**src/rtl/bcd_to_binary_seq_if.sv**
```systemverilog
// ============================================================================
// Module : bcd_to_binary_seq_if
// Brief  : Digit-triple input and binary result handshake bundle for
//          bcd_to_binary_seq.
// Rev    : 1.0  initial release
// ============================================================================
`default_nettype none

interface bcd_to_binary_seq_if;
    logic       in_valid;
    logic       in_ready;
    logic [3:0] hundreds;
    logic [3:0] tens;
    logic [3:0] ones;
    logic       out_valid;
    logic       out_ready;
    logic [9:0] bin;
    logic       ovf;
    logic       digit_err;

    modport master (
        output in_valid, hundreds, tens, ones, out_ready,
        input  in_ready, out_valid, bin, ovf, digit_err
    );

    modport slave (
        input  in_valid, hundreds, tens, ones, out_ready,
        output in_ready, out_valid, bin, ovf, digit_err
    );
endinterface

`default_nettype wire

```
**src/rtl/bcd_to_binary_seq.sv**
```systemverilog
// ============================================================================
// Module : bcd_to_binary_seq
// Brief  : Sequential 3-digit BCD to 10-bit binary converter (reverse
//          double-dabble, fixed 11-cycle latency). Optional macro
//          DIGIT_CHECK_EN flags digits > 9 and short-cuts to the result.
// Rev    : 1.0  initial release
// ============================================================================
`default_nettype none

module bcd_to_binary_seq (
    input  wire logic           clk,
    input  wire logic           rst,
    bcd_to_binary_seq_if.slave  bus
);

    localparam logic [1:0] c_IDLE    = 2'd0;
    localparam logic [1:0] c_CONVERT = 2'd1;
    localparam logic [1:0] c_DONE    = 2'd2;
    localparam logic [3:0] c_STEPS   = 4'd10;

    logic [1:0]  r_state;
    logic [11:0] r_bcd;
    logic [9:0]  r_acc;
    logic [3:0]  r_cnt;
    logic [9:0]  r_bin;
    logic        r_ovf;

    logic [21:0] w_shift;
    logic [11:0] w_bcd_sh;
    logic [11:0] w_bcd_next;
    logic [9:0]  w_acc_next;
    logic        w_bad;

    // BCD LSB falls into the accumulator MSB on every step
    assign w_shift    = {r_bcd, r_acc} >> 1;
    assign w_bcd_sh   = w_shift[21:10];
    assign w_acc_next = w_shift[9:0];

    genvar gi;
    generate
        for (gi = 0; gi < 3; gi = gi + 1) begin : g_nib
            assign w_bcd_next[4*gi +: 4] = (w_bcd_sh[4*gi +: 4] >= 4'd8) ?
                                           (w_bcd_sh[4*gi +: 4] - 4'd3) :
                                            w_bcd_sh[4*gi +: 4];
        end
    endgenerate

`ifdef DIGIT_CHECK_EN
    logic r_digit_err;

    assign w_bad = (bus.hundreds > 4'd9) || (bus.tens > 4'd9) || (bus.ones > 4'd9);

    always_ff @(posedge clk) begin
        if (rst) begin
            r_digit_err <= 1'b0;
        end else if (r_state == c_IDLE && bus.in_valid) begin
            r_digit_err <= w_bad;
        end
    end

    assign bus.digit_err = r_digit_err;
`else
    assign w_bad         = 1'b0;
    assign bus.digit_err = 1'b0;
`endif

    always_ff @(posedge clk) begin
        if (rst) begin
            r_state <= c_IDLE;
            r_bcd   <= 12'd0;
            r_acc   <= 10'd0;
            r_cnt   <= 4'd0;
            r_bin   <= 10'd0;
            r_ovf   <= 1'b0;
        end else begin
            case (r_state)
                c_IDLE: begin
                    if (bus.in_valid) begin
                        r_bcd <= {bus.hundreds, bus.tens, bus.ones};
                        r_acc <= 10'd0;
                        r_cnt <= c_STEPS;
                        if (w_bad) begin
                            r_bin   <= 10'd0;
                            r_ovf   <= 1'b0;
                            r_state <= c_DONE;
                        end else begin
                            r_state <= c_CONVERT;
                        end
                    end
                end
                c_CONVERT: begin
                    r_bcd <= w_bcd_next;
                    r_acc <= w_acc_next;
                    r_cnt <= r_cnt - 4'd1;
                    if (r_cnt == 4'd1) begin
                        r_bin   <= w_acc_next;
                        r_ovf   <= (w_acc_next > 10'd255);
                        r_state <= c_DONE;
                    end
                end
                c_DONE: begin
                    if (bus.out_ready) begin
                        r_state <= c_IDLE;
                    end
                end
                default: begin
                    r_state <= c_IDLE;
                end
            endcase
        end
    end

    assign bus.in_ready  = (r_state == c_IDLE);
    assign bus.out_valid = (r_state == c_DONE);
    assign bus.bin       = r_bin;
    assign bus.ovf       = r_ovf;

endmodule

`default_nettype wire

```
**src/flat_wrapper.sv**
```systemverilog
// flat-port wrapper written by rule: the top's interface ports become plain ports
module bcd_to_binary_seq_flat 
  (clk, rst, bus_in_valid, bus_hundreds, bus_tens, bus_ones, bus_out_ready, bus_in_ready, bus_out_valid, bus_bin, bus_ovf, bus_digit_err);
  bcd_to_binary_seq_if bus_i ();
  input  wire logic clk;
  input  wire logic rst;
  input wire logic [$bits(bus_i.in_valid)-1:0] bus_in_valid;
  input wire logic [$bits(bus_i.hundreds)-1:0] bus_hundreds;
  input wire logic [$bits(bus_i.tens)-1:0] bus_tens;
  input wire logic [$bits(bus_i.ones)-1:0] bus_ones;
  input wire logic [$bits(bus_i.out_ready)-1:0] bus_out_ready;
  output wire logic [$bits(bus_i.in_ready)-1:0] bus_in_ready;
  output wire logic [$bits(bus_i.out_valid)-1:0] bus_out_valid;
  output wire logic [$bits(bus_i.bin)-1:0] bus_bin;
  output wire logic [$bits(bus_i.ovf)-1:0] bus_ovf;
  output wire logic [$bits(bus_i.digit_err)-1:0] bus_digit_err;
  assign bus_i.in_valid = bus_in_valid;
  assign bus_i.hundreds = bus_hundreds;
  assign bus_i.tens = bus_tens;
  assign bus_i.ones = bus_ones;
  assign bus_i.out_ready = bus_out_ready;
  assign bus_in_ready = bus_i.in_ready;
  assign bus_out_valid = bus_i.out_valid;
  assign bus_bin = bus_i.bin;
  assign bus_ovf = bus_i.ovf;
  assign bus_digit_err = bus_i.digit_err;
  bcd_to_binary_seq u_core (.clk(clk), .rst(rst), .bus(bus_i));
endmodule
```
**config.mk**
```make
export PLATFORM = sky130hd
export DESIGN_NAME = bcd_to_binary_seq_flat
export DESIGN_NICKNAME = d
export VERILOG_FILES = /design/src/rtl/bcd_to_binary_seq_if.sv /design/src/rtl/bcd_to_binary_seq.sv /design/src/flat_wrapper.sv
export SDC_FILE = /design/constraint.sdc
export NUM_CORES = 1
export LEC_CHECK = 0
export ABC_CLOCK_PERIOD_IN_PS = 1100
export CAP_MARGIN = 20
export CELL_PAD_IN_SITES_DETAIL_PLACEMENT = 1
export CELL_PAD_IN_SITES_GLOBAL_PLACEMENT = 1
export CORE_ASPECT_RATIO = 0.75
export CORE_UTILIZATION = 35
export CTS_CLUSTER_SIZE = 24
export DETAILED_ROUTE_END_ITERATION = 10
export MAX_ROUTING_LAYER = met4
export PLACE_DENSITY_LB_ADDON = 0.1
export SYNTH_ARGS = -nofsm -noshare
export SYNTH_HDL_FRONTEND = slang
export SYNTH_SLANG_ARGS = --single-unit
```
**constraint.sdc**
```tcl
create_clock -name clk -period 1.1 [get_ports clk]
set_input_delay 0.22 -clock clk [delete_from_list [all_inputs] [get_ports clk]]
set_output_delay 0.22 -clock clk [all_outputs]
set_load 0.01 [all_outputs]
```
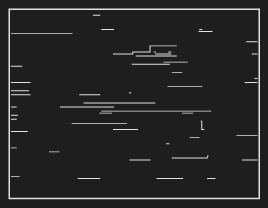
Fig. 1. Metal 3 (run 1).
(3 px per um)
share of all routed wire: 4.4%
main direction: horizontal
wire length on this layer: 333 um
nets with wire on the layer: 35
final WL: 7550 um
M3 GR Usage: 5.94%
via count: 1821

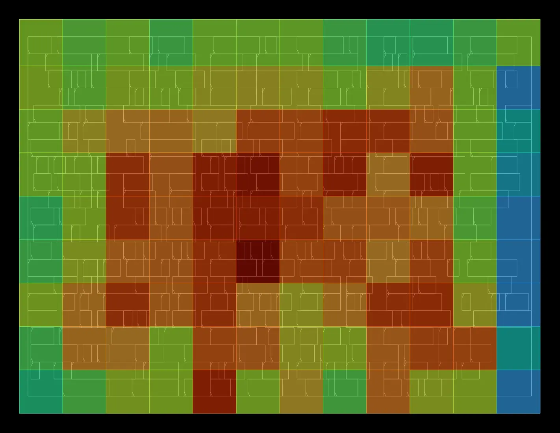
Fig. 2. Routing congestion map (run 1).
final core occ: 65.4%
M2 GR Usage: 41.4%
met1 GRT Util: 29.6%
routed len/inst: 22.7 um
busiest grt layer: met2

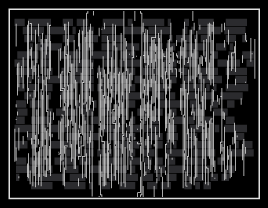
Fig. 3. Signal wires on met2 (run 1).
(3 px per um)
nets with wire on the layer: 272
wire length on this layer: 3770 um

==> impl_metrics.csv, run 1 <==
group,metric,value,unit
floorplanning,dieWidth,82.8,um
cts,insertion_delay,300,ps
synthesis,ys_ff,38,
detailed_routing,firstDrtPassIters,4,
synthesis,top_cell,"nor2_1",
cts,cts_num_sinks,38,
pwr,p_leak,1.23,nW
finish,final_layout_size_suffix_gt1_share,53.3,%
synthesis,async_flop_share,0,%
finish,area_growth,74.3,%
pwr,swShare,31.4,%
final_timing,layout_setup_ws,-298,ps
synthesis,syn_inst,197,
synthesis,synth_area_leader_cell,"dfxtp_1",
pwr,pwr-share-seq,42.3,%
detailed_routing,ant_nets,0,
placed_design,gp_congestion,0.777,
pwr,pwr-share-comb,28.8,%
floorplanning,die.size.y,62.6,um
placed_design,dp_hpwl,3640,um
synthesis,syn_nets,219,
detailed_routing,drc_errors,0,
finish,n_antenna_cell,0,
final_timing,timing.final.max_slew_violations,0,
pwr,p_clk_share,28.9,%
placed_design,place_inst,305,
cts,postCtsHoldBufs,0,
setup_path,cp-end-kind,"register",
finish,nets,297,
finish,nFillCells,494,
pwr,power,0.00365,W
final_timing,hold_violations,0,
outcome,violations,"setup timing",
final_timing,final.setup_skew,5.69,ps
global_routing,grt_use_total,24.9,%
pwr,ir_drop,0.673,mV
pwr,p_int,0.00250,W
outcome,status,"finished with violations",
job,warning_count,34,
pwr,powerDensity,1220,nW/um2
cts,clk_pin_slew_worst_paths,80,ps
synthesis,ff_type,"dfxtp_1",
setup_path,critPathArrivalTime,1620,ps
synthesis,synth_area_per_cell,8.70,um2
synthesis,ys_seq_share,44.4,%
floorplanning,fp_util,37.5,%
synthesis,ys_types,29,
detailed_routing,drt_iter0_markers,76,
setup_path,crit_buf_inv,4,
synthesis,ys_warn_count,0,
cts,cts_made_buffers,5,
setup_path,cp_top_family,"buffers and inverters",
final_timing,rsz0062_at_grt,"yes",
setup_path,crit_fanout,7,
cts,cts_htree_levels,2,
setup_path,slowest_delay,370,ps
min_path,hold_class,"register to register",
final_timing,finalSetupViolations,41,
floorplanning,die_area,5180,um2
floorplanning,row_count,21,
synthesis,top_area_share,44.4,%
global_routing,grt_antenna_before_repair,0,
synthesis,ys_cells,197,
global_routing,grt_pass1_wl,9750,um
cts,cts_tree,"yes",
synthesis,yosys-top-cells-count,"nor2_1, dfxtp_1, a21oi_1",
floorplanning,core,4570,um2
global_routing,grt-ovfl-total,0,
final_timing,period_used_share,127,%
synthesis,synth_chip_area,1710,um2
floorplanning,io_pins,30,
cts,cts_root_buf,"clkbuf_8",
finish,stdcell_count,333,
synthesis,synthTopCellsByArea,"dfxtp_1, nor2_1, mux2i_1",
placed_design,port_buffers,28,
global_routing,grt_max_degree,20,
setup_path,crit_chain,"buf_12, nand2b_4, buf_6, buf_4, nor2_4, buf_6, nor2_1, nor2_1",
final_timing,max_freq,0.715,GHz
setup_path,critPathKind,"register to register",
run 1: power by group through the flow:
stage	sequential [W]	combinational [W]	clock (W)
2_1_floorplan	0.00153	0.000337	0
3_3_place_gp	0.00154	0.000618	0
3_5_place_dp	0.00154	0.000647	0
4_1_cts	0.00153	0.000855	0.00103
5_1_grt	0.00155	0.00110	0.00112
6_report	0.00154	0.00105	0.00105
run 1: worst register-to-register path: stages, from the launching register on:
cell      delay, ps
dfxtp_4         370
buf_12          140
nand2b_4        150
buf_6           140
buf_4           130
nor2_4          110
buf_6           120
nor2_1           40
nor2_1          120
run 1: cells in the final DEF (no fill, tap or decap), drive strengths merged, types with 5 or more instances in the layout:
cell,netlist,routed
buf,10,58
a22oi,12,12
mux2i,10,10
clkdlybuf4s50,0,14
nor3,5,5
clkbuf,4,14
a21oi,17,17
nand2,5,5
ha,6,6
inv,8,8
dfxtp,38,38
nand2b,7,7
nor2,40,40
run 1: timing repair:
item	in CTS	in global routing
gates cloned	1	1
endpoints found under the setup margin	51	51
pin swaps	20	9
gates resized	99	41
setup buffers	7	13
run 1: metal layers:
layer	GRT usage (%)	up-vias	wire, um
li1	-	838	-
met1	29.6	902	3170
met2	41.4	57	3770
met3	5.94	24	332
met4	8.62	0	280
met5	-	-	0
run 1: flip-flops by register name, indices dropped and copies added (netlist names):
name,flops
u_core.bus.bin,10
u_core.bus.ovf,1
u_core.r_state,2
u_core.r_bcd,12
u_core.r_acc,9
u_core.r_cnt,4
run 1: path summary, 6_finish.rpt:
| kind | from | to | slack, ps | depth (start not counted) |
|---|---|---|---|---|
| hold / removal | u_core.bus.bin[4] | u_core.bus.bin[4] | 510 | 2 |
| hold reg to reg | u_core.bus.bin[4] | u_core.bus.bin[4] | 510 | 2 |
| setup / recovery | u_core.r_state[0] | u_core.r_state[0] | -300 | 8 |
| setup reg to reg | u_core.r_state[0] | u_core.r_state[0] | -300 | 8 |
run 1: layout make-up:
| class | count | area (um2) | area share (%) |
|---|---|---|---|
| multi-input combinational | 138 | 1180 | 39.6 |
| timing repair buffer | 84 | 828 | 27.7 |
| sequential | 38 | 783 | 26.2 |
| clock buffer | 7 | 86.3 | 2.89 |
| tap | 57 | 71.3 | 2.39 |
| inverter | 8 | 30.0 | 1.01 |
| clock inverter | 1 | 5.00 | 0.168 |
run 1: per-stage QoR:
step | worst slack, ps | instance area, um2 | TNS, ps | util [%] | hold slack [ps]
2_1_floorplan | -46.6 | 1770 | -449 | - | 368
3_3_place_gp | -546 | 2340 | -15700 | 51.1 | 475
3_5_place_dp | -610 | 2340 | -18380 | 51.1 | 496
4_1_cts | -185 | 2780 | -4740 | 60.9 | 515
5_1_grt | -337 | 2990 | -7980 | 65.4 | 529
6_report | -298 | 2990 | -6630 | 65.4 | 511
run 1: cells by family after synthesis:
| group | after synthesis | share of synthesized area, % |
|---|---|---|
| AND/OR/NAND/NOR | 71 | 19.1 |
| AND-OR/OR-AND | 45 | 18.0 |
| other | 1 | 0.219 |
| XOR/XNOR | 4 | 2.04 |
| buffers and inverters | 22 | 6.06 |
| multiplexers | 10 | 5.84 |
| flip-flops | 38 | 44.4 |
| adder cells (fa/ha/maj) | 6 | 4.38 |
Fig. 4: run 1, gate families picked out
(6 px per um)
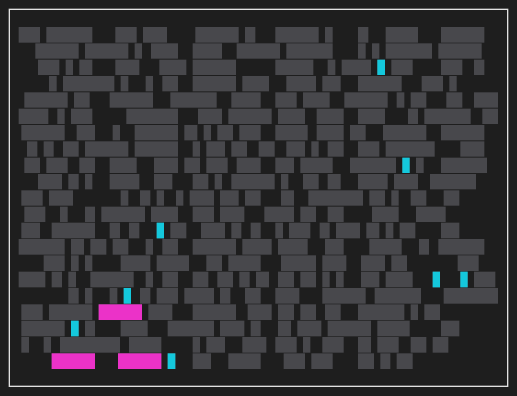

==> run 2: changes to the inputs <==
--- a/config.mk
+++ b/config.mk
@@ -5,7 +5,7 @@
 export SDC_FILE = /design/constraint.sdc
 export NUM_CORES = 1
 export LEC_CHECK = 0
-export ABC_CLOCK_PERIOD_IN_PS = 1100
+export ABC_CLOCK_PERIOD_IN_PS = 1200
 export CAP_MARGIN = 20
 export CELL_PAD_IN_SITES_DETAIL_PLACEMENT = 1
 export CELL_PAD_IN_SITES_GLOBAL_PLACEMENT = 1
==> constraint.sdc (replaced) <==
create_clock -name clk -period 1.2 [get_ports clk]
set_input_delay 0.24 -clock clk [delete_from_list [all_inputs] [get_ports clk]]
set_output_delay 0.24 -clock clk [all_outputs]
set_load 0.01 [all_outputs]
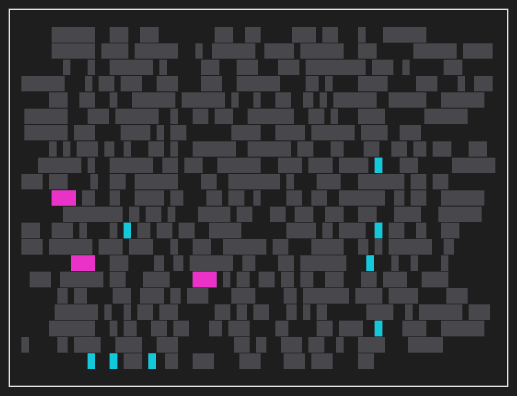
Fig. 5. Gate families picked out (run 2).
(6 px per um)
[inverters] cyan | cells: 8 | most used: inv_1
[AND-OR and OR-AND gates] magenta | cells: 3 | most used: o221a_2

==> run 2 against run 1 <==
  * Maximum frequency is 4.5% higher
  * First-iteration DRC count is 17% lower
  * Clock power is about 10% lower
  * Combinational power is 31% lower
  * Count of clock-buffer cells in the layout stayed put
  * Area after synthesis stayed put
  * Cell count is 4.8% lower
  * The run still ends with setup timing left
  * Clock skew is 6.2 ps higher
  * Die size stayed put
  * Total power is 16% lower
  * Design area is 10% lower
  * Sequential power is 8% lower
==> impl_metrics.csv, run 2 <==
group,metric,value,unit
global_routing,grt-ovfl-total,0,
placed_design,dp_hpwl,3480,um
finish,largest_reg_flops,12,
floorplanning,core,4570,um2
cts,insertion_delay,290,ps
setup_path,cp_common_cell,"buf_12",
min_path,hold_end,"u_core.r_cnt[3]",
placed_design,gp_congestion,0.850,
pwr,ir_drop,0.834,mV
final_timing,period_used_share,111,%
job,warning_count,33,
pwr,p_int,0.00217,W
synthesis,ys_warn_count,0,
cts,cts_num_sinks,38,
synthesis,yosys-top-cells-count,"nor2_1, dfxtp_1, a21oi_1",
global_routing,grt_use_total,22.9,%
synthesis,synth_area_per_cell,8.70,um2
cts,cts_tree,"yes",
global_routing,grt_pass1_vias,1781,
finish,nFillCells,502,
min_path,hold_class,"register to register",
final_timing,finalSetupViolations,36,
finish,lay_top_cells,"nor2_1, dfxtp_1, buf_4, clkdlybuf4s50_1, dlygate4sd2_1",
finish,nets,281,
final_timing,timing.final.max_slew_violations,0,
synthesis,syn_nets,219,
outcome,violations,"setup timing",
placed_design,port_buffers,28,
cts,cts_htree_levels,2,
synthesis,synth_area_leader_cell,"dfxtp_1",
detailed_routing,ant_nets,0,
setup_path,r2r_slack,-140,ps
setup_path,cp-end-kind,"register",
pwr,swShare,29.1,%
pwr,p_leak,1.18,nW
setup_path,crit_chain,"buf_12, nor2b_4, buf_6, nand3_4, buf_12, mux2i_1, nor2_1",
finish,n_antenna_cell,0,
synthesis,ff_type,"dfxtp_1",
finish,layout_top_cell,"nor2_1",
setup_path,required,1380,ps
cts,postCtsHoldBufs,0,
pwr,powerDensity,1140,nW/um2
min_path,hold_depth,1,
finish,final_core_util,58.6,%
setup_path,cp_top_family,"buffers and inverters",
setup_path,slowest_stage,"dfxtp_2",
final_timing,final.setup_skew,11.9,ps
setup_path,startpoint_type,"register",
setup_path,slowest_delay,340,ps
detailed_routing,drc_errors,0,
pwr,switching_power,0.000891,W
setup_path,timing.rr.start,"u_core.r_state[1]",
cts,cts_made_buffers,5,
setup_path,critPathArrivalTime,1520,ps
floorplanning,io_pins,30,
final_timing,hold_violations,0,
global_routing,grt_max_degree,17,
floorplanning,die.size.y,62.6,um
job,max-cap-violations,0,
setup_path,rr_worst_depth,7,
final_timing,layout_setup_ws,-138,ps
pwr,pwr-share-comb,23.8,%
finish,area_growth,56.2,%
synthesis,top_area_share,44.4,%
outcome,status,"finished with violations",
pwr,p_clk_share,30.2,%
detailed_routing,wl_per_cell,17.7,um
final_timing,fin_crit,1340,ps
finish,regMostFlops,"u_core.r_bcd",
finish,final_layout_size_suffix_gt1_share,36.2,%
floorplanning,die_area,5180,um2
setup_path,timing.rr.end,"u_core.bus.bin[0]",
synthesis,ys_ff,38,
floorplanning,dieWidth,82.8,um
setup_path,crit_buf_inv,3,
setup_path,crit_fanout,6,
synthesis,ys_seq_share,44.4,%
setup_path,critPathKind,"register to register",
final_timing,rsz0062_at_grt,"yes",
synthesis,edf_count,0,
detailed_routing,vias,1675,
floorplanning,fp_util,37.5,%
synthesis,synth_chip_area,1710,um2
cts,cts_root_buf,"clkbuf_8",
cts,clockBufferDepth,2,
detailed_routing,viasPerCell,5.28,
final_timing,max_freq,0.748,GHz
pwr,pwr-share-seq,46.0,%
final_timing,hold_ws,490,ps
detailed_routing,drt_iter0_markers,63,
global_routing,grt_antenna_before_repair,0,
synthesis,syn_inst,197,
synthesis,top_cell,"nor2_1",
synthesis,synthTopCellsByArea,"dfxtp_1, nor2_1, mux2i_1",
detailed_routing,firstDrtPassIters,4,
synthesis,ys_cells,197,
detailed_routing,wl,5620,um
synthesis,async_flop_share,0,%
synthesis,synthesis.area,1710,um2
global_routing,grt_pass1_wl,9070,um
floorplanning,row_count,21,
cts,clk_pin_slew_worst_paths,80,ps
min_path,hp-start,"u_core.r_cnt[3]",
synthesis,ys_types,29,
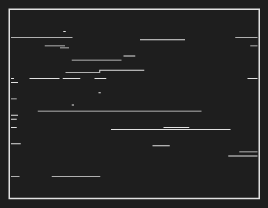
Fig. 6. Metal 3 (run 2).
(3 px per um)
main direction: horizontal
nets with wire on the layer: 26
wire length on this layer: 276 um
share of all routed wire: 4.9%

## run 2: cell types whose count changed in the layout (fill, tap and decap cells not counted), sizes merged
cell           previous run  this run
clkbuf                   14         7
dlygate4sd2               1        12
clkdlybuf4s15             4         0
buf                      58        43
or2                       4         3
## run 2: repair_timing
item / 4_1_cts / 5_1_grt
endpoints found under the hold margin: 0 / 0
gates cloned: 1 / 0
resized: 61 / 19
pin swaps: 21 / 12
setup endpoints to repair: 49 / 40
buffers inserted: 8 / 3
## run 2: how the worst max path moves through the flow
stage / from / endpoint / slack (ps) / depth (start not counted)
after detailed placement: bus_in_valid / u_core.r_bcd[9] / -560 / 6
after CTS: u_core.r_state[1] / bus_in_ready / -190 / 3
after global placement: bus_in_valid / u_core.r_bcd[11] / -410 / 5
after floorplan: u_core.r_state[0] / u_core.bus.bin[0] / 30 / 6
final: u_core.r_state[1] / u_core.bus.bin[0] / -140 / 7
after global routing: u_core.r_state[1] / u_core.bus.bin[9] / -210 / 7
## run 2: metrics by stage
step	TNS (ps)	instances	setup slack [ps]	instance area, um2	total power, W
global placement	-10780	299	-406	2290	0.00195
finish	-2710	317	-138	2680	0.00306
floorplan	0	197	28.6	1720	0.00168
CTS	-2540	316	-194	2610	0.00302
global route	-5000	317	-212	2680	0.00320
detailed placement	-12060	299	-558	2290	0.00198
## run 2: routing by layer
layer  up-vias  GRT usage (%)  wire length (um)
li1        802              -                 -
met1       819           29.3              2600
met2        44           36.6              2670
met3        10           5.28               276
met4         0           5.82                72
met5         -              -                 0
## run 2: area by class of cell
| cell class | instances | area [um2] | share of cell area, % |
|---|---|---|---|
| Clock buffer | 7 | 86.3 | 3.22 |
| Clock inverter | 1 | 5.00 | 0.187 |
| Inverter | 8 | 30.0 | 1.12 |
| Multi-Input combinational cell | 137 | 1020 | 38.2 |
| Sequential cell | 38 | 772 | 28.8 |
| Tap cell | 57 | 71.3 | 2.66 |
| Timing Repair Buffer | 69 | 689 | 25.7 |
## run 2: cell families after synthesis
| kind of cell | share of synthesized area (%) |
|---|---|
| compound gates | 18.0 |
| xor+xnor | 2.04 |
| fa+ha+maj | 4.38 |
| buf+inv | 6.06 |
| flops | 44.4 |
| mux | 5.84 |
| other cells | 0.219 |
| simple gates | 19.1 |
## run 2: power by group through the flow
| stage | clock network (W) | logic, W | registers [W] |
|---|---|---|---|
| final | 0.000923 | 0.000729 | 0.00141 |
| after global routing | 0.00101 | 0.000779 | 0.00142 |
| after CTS | 0.000938 | 0.000681 | 0.00140 |
| after detailed placement | 0 | 0.000558 | 0.00142 |
| after global placement | 0 | 0.000534 | 0.00141 |
| after floorplan | 0 | 0.000282 | 0.00140 |
No activity file was given, so power comes from the tool's default toggle rates.
